run_1/wire_density.png
The bar under the picture is 20 um long. 17 x 23 tiles, from dark purple (low) to yellow (high), scaled to the fullest tile. Values are wire area over tile area, all layers added.
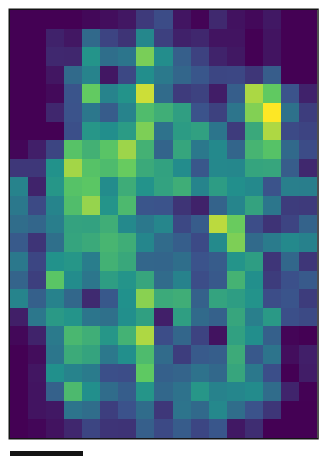
run_1/registers.png
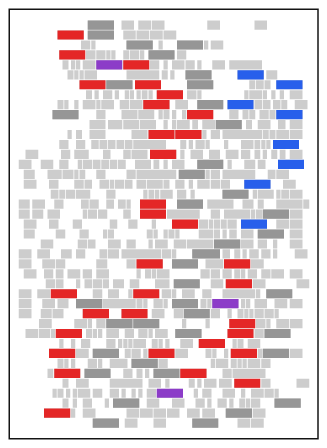
run_1/clock_map.png
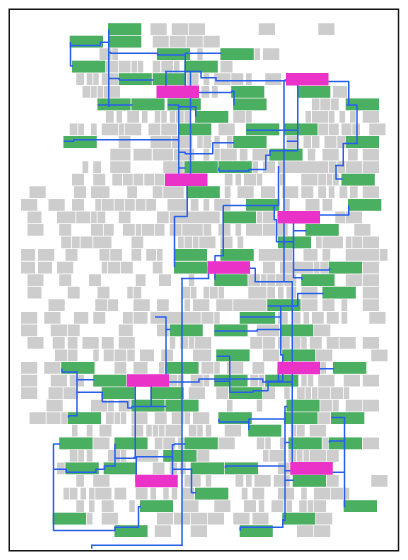
==> config.mk <==
export PLATFORM = sky130hd
export DESIGN_NAME = imm_gen_pipe
export DESIGN_NICKNAME = d
export VERILOG_FILES = /design/src/rtl/imm_pkg.sv /design/src/rtl/imm_decode.sv /design/src/rtl/imm_gen_pipe.sv
export SDC_FILE = /design/constraint.sdc
export NUM_CORES = 1
export LEC_CHECK = 0
export CAP_MARGIN = 20
export CORE_AREA = 2 2 82 115
export DETAILED_ROUTE_END_ITERATION = 8
export DIE_AREA = 0 0 84 117
export MAX_ROUTING_LAYER = met4
export PLACE_DENSITY = 0.76
export SLEW_MARGIN = 20
export SYNTH_ARGS = -nofsm -noshare
export SYNTH_HDL_FRONTEND = slang
export SYNTH_HIERARCHICAL = 1
export SYNTH_SLANG_ARGS = --single-unit
==> constraint.sdc <==
create_clock -name clk_i -period 1.8 [get_ports clk_i]
set_input_delay 0.18 -clock clk_i [delete_from_list [all_inputs] [get_ports clk_i]]
set_output_delay 0.18 -clock clk_i [all_outputs]
set_load 0.01 [all_outputs]
==> job_summary.md <==
### Yosys + OpenROAD results

| Metric | Value |
|---|---|
| Most frequent logic cell in the layout | `dfxtp_1` |
| Setup total negative slack | `0 ns` |
| Setup slack of the worst register-to-register path | `0.27 ns` |
| Antenna viol nets, final | `0` |
| Final tally of hold violations | `0` |
| Total chip power | `4.67 mW` |
| Placed wire-length estimate after detailed placement | `7350 um` |
| Vias in the first global route | `3548` |
| Commonest register cell after synthesis | `dfxtp_1` |
| Post-synthesis cell area | `0.00398 mm^2` |
| Highest fanout seen on the critical path | `6` |
| Final max-slew violation count | `0` |
| Cell row count | `41` |
| Combinational Power Share | `0.128` |
| Tool warning count | `26` |
| Worst endpoint data arrival time | `1.95 ns` |
| Number of placed I/O pins | `83` |
| Net count reported at finish | `604` |
| Setup violators final | `0` |
| Outcome | `completed` |
| Syn Nets | `511` |
| Depth of the worst register-to-register path | `5` |
| Critical path class | `primary input to flop` |
| Power share of the sequential group | `0.410` |
| WL met2 | `5290 um` |
| Required @ worst endpoint | `2.06 ns` |
| Total of flip-flops plus latches after synthesis | `82` |
| Area contributors post-synth | `dfxtp_1 41%, mux2i_1 9.3%, nand2_1 7.2%` |
| Count of different cell masters after synthesis | `49` |
| Wire length of the first global-routing pass | `16800 um` |
| Final RePlAce weighted congestion | `0.936` |
| Chip Height | `117 um` |
| Type of the most critical hold path | `primary input to flop` |
| Leading cell types in the layout, fill and taps excluded | `81 x dfxtp_1, 76 x nand2_1, 76 x clkdlybuf4s50_1` |
| Summed standard-cell area reported by yosys | `0.00398 mm^2` |
| Async set or reset register ratio after synthesis | `0` |
| P_sw | `1.05 mW` |
| Category of the worst setup path capture point | `flop` |
| Floorplan die area | `0.00983 mm^2` |
| Clock buffer depth | `2` |
| Number of buffers inserted to repair setup after CTS | `0` |
| Total number of clock tree sinks | `82` |
| Total routed wire length on the met1 layer | `4350 um` |
| Ratio of cells with drive above 1 in the final layout | `0.135` |
| Cell at the root of the clock tree | `clkbuf_16` |
| DR WL met3 | `357 um` |
| Number of H-tree levels | `3` |
| Leakage power | `2.00 nW` |
| TritonCTS clock tree | `yes` |
| Slew at the pin closest to its max-slew limit | `0.459 ns` |
| Largest area contributor in the netlist | `dfxtp_1` |
| Violation tally from detailed-route iteration zero | `191` |
| Avg Inst Size Synth | `8.40 um^2` |
| Number of warnings reported in the yosys synthesis log | `6` |
| Init Core Util | `0.448` |
| Via-to-Cell Ratio | `5.48` |
| Area share of the largest cell type after synthesis | `0.413` |
| Final critical path time including I/O delays and setup | `1.69 ns` |
| Core Box Area | `0.00887 mm^2` |
| Clock transition time at the flip-flop clock pins of the worst setup and hold paths | `0.06 ns` |
| Hold-fix buffers at CTS | `0` |
| Largest net degree at the start of global routing | `76` |
| # Cells Yosys | `473` |
| Max transition margin | `0.694` |
| # diodes | `0` |
| Clock buffers created by TritonCTS | `9` |
| Initial DRT Pass Iterations | `4` |
| Switching fraction of total power | `0.225` |
| Growth of design area from synthesis to finish | `37.3%` |
| DIE WIDTH | `84 um` |
| Sequential-to-total area share from yosys stat | `0.413` |
| Number of enable flip-flop cells | `0` |
| Critical path launch point type | `primary input` |
| Total internal power | `3.62 mW` |
| Instance count of the mapped netlist | `473` |
| Fraction of the cycle the final worst path needs | `0.942` |
| Top routing layer in use | `met4` |
| Number of antenna violations at the first check in global routing | `0` |
| Number of I/O port buffers | `82` |
| Worst supply voltage drop on vdd | `0.565 mV` |
| Remaining global-route overflow | `0` |
| Final routed DRC violation total | `0` |
| Maximum clock frequency | `590 MHz` |
| Total power divided by cell area | `855 mW/mm^2` |
| Hold-critical path depth | `3` |
| Count of max-cap constraint violations | `0` |
Back to the opening pictures, wire_density.png:
mean over tiles: 0.17
nearly empty tiles: 11%
fullest tile: 0.50
Vias: 3713
WL/cell: 15.2 um
Total Routing Usage GR: 0.222
aggregate routed wire length: 10300 um

Back to the opening pictures, registers.png:
legend:
  blue:
    signal: `err_cnt_o`
    flops: 8
  purple:
    signal: `fmt_o`
    flops: 3
  red:
    signal: `skid_imm_q`
    flops: 32
not colored: 39
flop share of the area: 0.301
Final Util: 0.615
register area: 0.00164 mm^2
P_seq: 1.91 mW

Back to the opening pictures, clock_map.png:
legend:
  blue:
    item: clock wires
    length: 1030 um
  green:
    item: flip-flops
    count: 82
  magenta:
    item: cells driving clock nets
    count: 9
flops lie: spread over the die
final setup skew: 0.00340 ns
Power Clock: 2.16 mW
Clock Latency Late Sink: 0.34 ns
clock share of power: 0.462

==> run 1: worst max-delay path, stage by stage <==
cell	delay, ns
dlygate4sd2_1	0.28
or3_4	0.42
or4_4	0.61
o211ai_2	0.12
mux2i_1	0.10
a211oi_1	0.23
==> run 1: cells in the mapped netlist (3+ instances only) <==
cell      number
a211oi_1      36
nand2b_1       4
dfxtp_1       82
mux2i_1       37
buf_2         15
and3b_1        3
nand2_1       76
inv_1          5
nand4_1       15
a21oi_1       44
a21boi_0       7
a21o_1         8
o211ai_2      10
o21ai_0        6
and3_1         4
nor3_1         3
clkbuf_1      20
a22o_1         4
buf_1          3
nor2b_1        4
nor2_1        46
o211ai_1       3
nand3_1        6
==> run 1: routing by layer <==
layer,GRT usage,vias up
met4,0.110,0
li1,-,1883
met1,0.248,1707
met5,-,-
met2,0.389,97
met3,0.0323,26
==> run 1: power groups by stage <==
| stage | clock [mW] | combinational [mW] | sequential [mW] |
|---|---|---|---|
| CTS | 2.18 | 0.598 | 1.92 |
| global route | 2.26 | 0.646 | 1.92 |
| detailed placement | 0 | 0.596 | 1.96 |
| global placement | 0 | 0.591 | 1.95 |
| floorplan | 0 | 0.251 | 1.98 |
| finish | 2.16 | 0.595 | 1.91 |
==> run 1: final cells by class <==
type,count,area [um^2]
timing repair buffer,122,1170
clock inverter,4,97.6
fill,786,3420
tap,107,134
inverter,5,18.8
sequential,82,1640
clock buffer,12,256
multi-input combinational,346,2140
==> run 1: stage by stage <==
step | hold WS [ns] | utilization | instances | setup slack [ns] | cell area [um^2]
finish | 0.248 | 0.615 | 678 | 0.105 | 5460
global route | 0.260 | 0.615 | 678 | -0.0458 | 5460
CTS | 0.237 | 0.615 | 678 | 0.0853 | 5460
detailed placement | 0.446 | 0.573 | 661 | -0.462 | 5080
global placement | 0.441 | 0.573 | 661 | -0.373 | 5080
floorplan | 0.363 | - | 473 | 0.0881 | 3980
==> run 1: logic make-up after synthesis <==
family | after synthesis | synth area share
compound gates | 125 | 0.219
xor+xnor | 2 | 0.00441
fa+ha+maj | 1 | 0.00315
buf+inv | 46 | 0.0529
flops | 82 | 0.413
mux | 37 | 0.0932
simple gates | 180 | 0.214
==> run 1: repair_timing <==
action | 4_1_cts | 5_1_grt
setup endpoints to repair | 32 | 6
pin swaps | 3 | 0
gates resized | 16 | 2
cloned | 1 | 0
No activity file was given, so power comes from the tool's default toggle rates.
